Design store_drain, sky130hd; sources not shown.
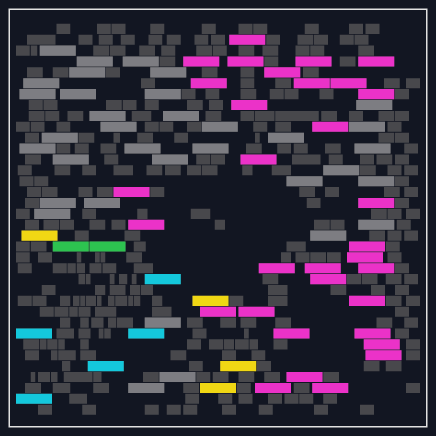
Figure 1: run 1, sequential cells coloured by netlist name.
Scale: 4 px per um. Other sequential cells in the stronger grey, the rest of the logic in the fainter grey.
[green] state | placed flops: 2
[magenta] addr_p1 | placed flops: 32
[cyan] pending_cnt | placed flops: 5 | where: bottom left
[yellow] data_wstrb | placed flops: 4 | where: bottom middle
storage element area: 0.00193 mm^2
Layout Utilization: 51.6%
flop share of the area: 37.7%

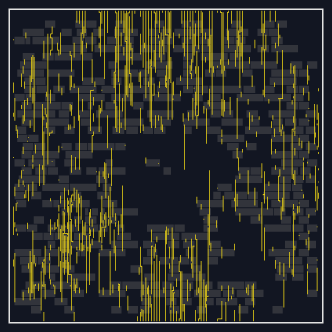
Figure 2: run 1, metal 2.
Scale: 3 px per um. Cells faint in the background.
main direction: vertical
longest straight run: 43.5 um
wire length on this layer: 3,490 um
share of all routed wire: 48%
nets with wire on the layer: 419
M2 GR Usage: 21.2%
via count: 2,352
DRT Wirelength: 7.26 mm

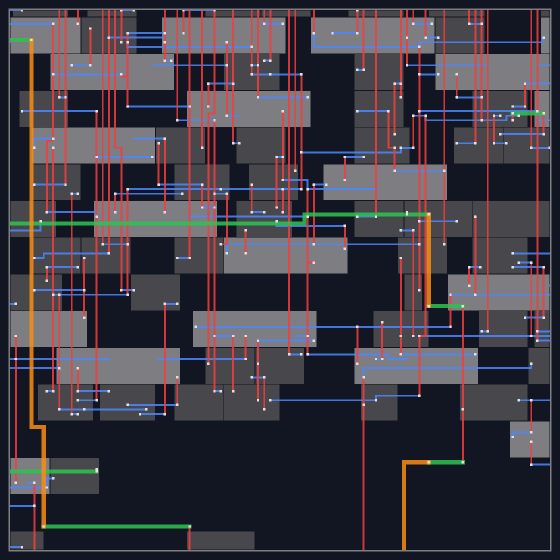
Figure 3: run 1, close-up of the layout.
Region (32, 53) to (72, 93) um. Cells in grey, sequential cells in the stronger grey; small squares are vias.
[green] M3
[red] M2
[blue] M1
[orange] M4
cells with their middle in the window: 56
most frequent: clkdlybuf4s50_1 (21), dfrtp_1 (15), mux2_2 (12)
sequential cells in the window: 15

==> results.py, run 1 <==
# Synthesis and PnR figures
metrics = {
    "run_status": {
        "status": "complete, no violations",
    },
    "yosys": {
        "ys.flop_type": "dfrtp_1",
        "synth_seq_share_pct": 56.1,
        "top_cells_by_area": "dfrtp_1 (56%), mux2_2 (23%), buf_4 (6.6%)",
        "top_area_cell": "dfrtp_1",
        "avgSynthCellArea_um2": 14.2,
        "yosys_cells": 242,
        "synth_area_mm2": 0.00343,
        "simple_gate_share_pct": 3.75,
        "ys_area_mm2": 0.00343,
        "edf_count": 0,
        "synthArstFlopShare_pct": 100,
        "top_cell_area_share_pct": 56.1,
    },
    "final_layout": {
        "n_all_buffers": 161,
        "n_all_inverters": 4,
        "mostFrequentLayoutCells": "clkdlybuf4s50_1 (153), dfrtp_1 (77), mux2_2 (69), clkbuf_8 (10), buf_4 (6)",
        "final_nets": 457,
        "clkbuf_count": 11,
        "nMultiInputCombCells": 122,
        "layout_top_cell": "clkdlybuf4s50_1",
        "synthToLayoutAreaGrowth_pct": 48.9,
        "buffer_area_share_pct": 31.6,
        "diodes": 0,
        "largest_class": "flip-flops and latches",
        "stdcell_count": 513,
        "clock_area_share_pct": 3.92,
        "num-fill-cells": 895,
        "design_area_mm2": 0.00511,
        "numSequentialCells": 77,
    },
    "final_timing": {
        "slew_viol_final": 0,
        "fin_crit_ns": 3.27,
        "worst_pin_slew_ns": 0.680,
        "layout_worst_path_cycle_share_pct": 86.2,
        "slew_headroom_pct": 54.2,
        "tns_ns": 0,
        "clock_skew_ns": 0.0114,
        "final_hold_viol_count": 0,
        "fmax_mhz": 305,
    },
    "flow_run": {
        "warnings": 28,
        "max_cap_viol_count": 0,
    },
    "floorplanning": {
        "die-area_mm2": 0.0108,
        "fp_util_pct": 34.6,
        "die-width_um": 104,
        "nWellTaps": 133,
        "rows": 36,
    },
    "critical_path": {
        "cp.arrival_ns": 3.53,
        "crit_type": "input port to register",
        "slowest_delay_ns": 0.57,
        "reg2reg_depth": 8,
        "cp.required_ns": 4.06,
        "critPathBufInv": 1,
        "cp-start-kind": "input port",
        "critPathCaptureType": "register",
        "crit_family": "AND-OR/OR-AND gates",
    },
    "worst_hold_path": {
        "worstHoldPathCells": 1,
    },
    "global_route": {
        "grt_pass1_wl_mm": 11.9,
        "grt_usage_pct": 14.0,
        "grt_max_degree": 78,
        "grt_pass1_vias": 2269,
        "use_met3_pct": 5.76,
        "grt_antenna_before_repair": 0,
    },
    "place": {
        "numPortBuffers": 154,
        "dp_cells": 497,
        "place.gp.congestion": 0.780,
        "placed_area_mm2": 0.00491,
        "dpl.hpwl_mm": 5.17,
    },
    "detailed_routing": {
        "vias_per_cell": 4.58,
        "routedWlPerCell_um": 14.2,
        "highest_layer": "met4",
        "routed-wl-met3_um": 598,
        "drcViolationCount": 0,
        "drt-pass1-iter-count": 4,
        "m1WireLength_mm": 3.10,
        "wl_met2_mm": 3.49,
    },
    "clock_tree": {
        "cts_hold_buf": 0,
        "clock-sinks": 77,
        "cts_max_path_buffers": 2,
        "post_cts_buffers": 0,
        "htreeDepth": 3,
        "cts_resized": 0,
        "cts_buffers": 9,
        "clock_latency_ns": 0.34,
    },
}
run 1: through the flow:
step	hold WS [ns]	setup WS (ns)
after floorplan	0.451	0.546
after global placement	0.467	0.257
after detailed placement	0.478	0.181
after CTS	0.498	0.551
after global routing	0.518	0.426
final	0.491	0.525
--- run 2 (diff from run 1) ---
--- a/config.mk
+++ b/config.mk
@@ -8,7 +8,7 @@
 export CORE_UTILIZATION = 33
 export CTS_CLUSTER_DIAMETER = 30
 export DETAILED_ROUTE_END_ITERATION = 7
-export GPL_TIMING_DRIVEN = 1
+export GPL_TIMING_DRIVEN = 0
 export PLACE_DENSITY_LB_ADDON = 0.15
 export SLEW_MARGIN = 15
 export SYNTH_ARGS = -nofsm -noshare
==> results.py, run 2 <==
# Synthesis and PnR figures
metrics = {
    "yosys": {
        "aoi_share_pct": 4.37,
        "simple_gate_share_pct": 3.75,
        "avgSynthCellArea_um2": 14.2,
        "top_cells_by_area": "dfrtp_1 (56%), mux2_2 (23%), buf_4 (6.6%)",
        "synth_nets": 324,
        "ys.flop_type": "dfrtp_1",
        "edf_count": 0,
        "ys_sh_xor_pct": 0.255,
        "synth_adder_area_share_pct": 2.04,
        "top_cell_area_share_pct": 56.1,
        "syn_inst": 242,
        "synth_area_mm2": 0.00343,
        "ys_warn_count": 0,
        "top_area_cell": "dfrtp_1",
        "synthArstFlopShare_pct": 100,
        "logic_family": "multiplexers",
        "yosys_cells": 242,
        "ys_area_mm2": 0.00343,
        "synth_seq_share_pct": 56.1,
        "synth_flops": 77,
        "top_cell": "dfrtp_1",
        "ys_sh_mux_pct": 23.9,
        "yosysUniqueCellTypes": 34,
        "common_cells": "dfrtp_1 (77), mux2_2 (69), buf_4 (30)",
    },
    "place": {
        "dpl.hpwl_mm": 5.64,
        "placed_area_mm2": 0.00516,
        "dp_cells": 529,
        "place.gp.congestion": 0.760,
        "numPortBuffers": 153,
        "post-place-ws_ns": -0.195,
    },
    "final_timing": {
        "hold_ws_ns": 0.496,
        "layout_worst_path_cycle_share_pct": 90.3,
        "worst_pin_slew_ns": 0.646,
        "slew_headroom_pct": 56.5,
        "finalSetupViolations": 0,
        "fmax_mhz": 291,
        "clock_skew_ns": 0.0124,
        "tns_ns": 0,
        "final_hold_viol_count": 0,
        "rsz0062_at_grt": "no",
        "worst_slack_ns": 0.369,
        "fin_crit_ns": 3.43,
        "slew_viol_final": 0,
    },
    "critical_path": {
        "cp_max_fo": 9,
        "ff2ff_setup_slack_ns": 0.37,
        "reg2reg_depth": 8,
        "critPathCaptureType": "register",
        "crit_type": "register to register",
        "cp_slowest_cell": "or4_4",
        "crit_family": "simple AND/OR/NAND/NOR gates",
        "crit_cells": 8,
        "cp-start-kind": "register",
        "cp.required_ns": 4.06,
        "critPathBufInv": 0,
        "slowest_delay_ns": 0.57,
        "cp.arrival_ns": 3.69,
        "path_cells": "or4_4, nor2_1, o21ai_0, fa_1, and3_1, or2_2, o41a_1, a31oi_1",
    },
    "clock_tree": {
        "cts_hold_buf": 0,
        "post_cts_buffers": 0,
        "ctsRootBufferMaster": "clkbuf_8",
        "cts_buffers": 9,
        "cts_max_path_buffers": 2,
        "clock_latency_ns": 0.34,
        "path_clk_slew_ns": 0.09,
        "clock-sinks": 77,
        "cts_tree": "yes",
        "htreeDepth": 3,
        "cts_resized": 1,
    },
    "floorplanning": {
        "nWellTaps": 133,
        "die-area_mm2": 0.0108,
        "rows": 36,
        "die-width_um": 104,
        "io_pins": 156,
        "die_y_um": 104,
        "fp_util_pct": 34.6,
        "coreArea_mm2": 0.00991,
    },
    "global_route": {
        "grt_usage_pct": 15.0,
        "grt_max_degree": 44,
        "grt_antenna_before_repair": 0,
        "grt_pass1_wl_mm": 12.8,
        "grt.overflow.total": 0,
        "grt_pass1_vias": 2522,
    },
    "flow_run": {
        "warnings": 28,
        "max_cap_viol_count": 0,
    },
    "detailed_routing": {
        "vias_per_cell": 4.48,
        "drtIter0Drc": 34,
        "drt-pass1-iter-count": 4,
        "routedWlPerCell_um": 14.0,
        "drcViolationCount": 0,
        "postRouteAntennaNets": 0,
    },
    "final_layout": {
        "n_all_inverters": 4,
        "clkbuf_count": 11,
        "final_nets": 489,
        "buffer_area_share_pct": 34.9,
        "numSequentialCells": 77,
        "sh_comb_area_pct": 22.1,
        "mostFrequentLayoutCells": "clkdlybuf4s50_1 (152), dfrtp_1 (77), mux2_2 (69), buf_4 (30), clkbuf_8 (10)",
        "synthToLayoutAreaGrowth_pct": 56.4,
        "logic_area_mm2": 0.00118,
        "n_all_buffers": 193,
        "nMultiInputCombCells": 122,
        "drive_gt1_share_pct": 30.8,
        "design_area_mm2": 0.00537,
        "num-fill-cells": 880,
        "clock_area_share_pct": 3.73,
        "largest_class": "flip-flops and latches",
        "layout_top_cell": "clkdlybuf4s50_1",
        "diodes": 0,
        "stdcell_count": 545,
        "regArea_mm2": 0.00193,
    },
    "run_status": {
        "status": "complete, no violations",
    },
    "worst_hold_path": {
        "worstHoldPathCells": 1,
        "min_path_type": "register to register",
    },
}
[run 2: layer usage]
layer | part of all wire, % | wire length, um | global-route usage, % | vias up
met5 | 0 | 0 | 0 | -
met4 | 1.9 | 145 | 5.92 | 0
met3 | 6.3 | 483 | 4.20 | 13
met2 | 49 | 3710 | 24.3 | 96
met1 | 43 | 3310 | 19.0 | 1174
li1 | - | - | - | 1156
[run 2: worst reg2reg max path: cells and delay by family (launching register included)]
kind	cells	cell delay, ns
flops	1	0.51
simple gates	4	1.48
compound gates	3	0.86
fa+ha+maj	1	0.50
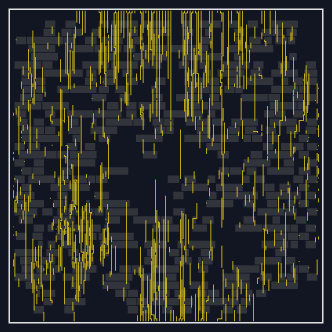
Figure 4: run 2, metal 2.
Scale: 3 px per um. Cells faint in the background.
longest straight run: 42.8 um
nets with wire on the layer: 448
wire length on this layer: 3,710 um
main direction: vertical
share of all routed wire: 49%
via count: 2,439
M2 GR Usage: 24.3%
DRT Wirelength: 7.64 mm

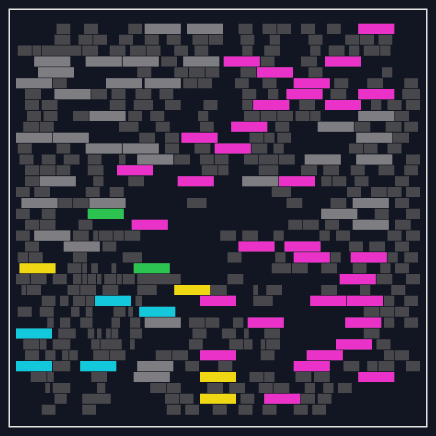
Figure 5: run 2, sequential cells coloured by netlist name.
Scale: 4 px per um. Other sequential cells in the stronger grey, the rest of the logic in the fainter grey.
[magenta] addr_p1 | placed flops: 32
[green] state | placed flops: 2
[yellow] data_wstrb | placed flops: 4 | where: bottom middle
[cyan] pending_cnt | placed flops: 5 | where: bottom left
not coloured: 34
Layout Utilization: 54.2%
flop share of the area: 35.9%

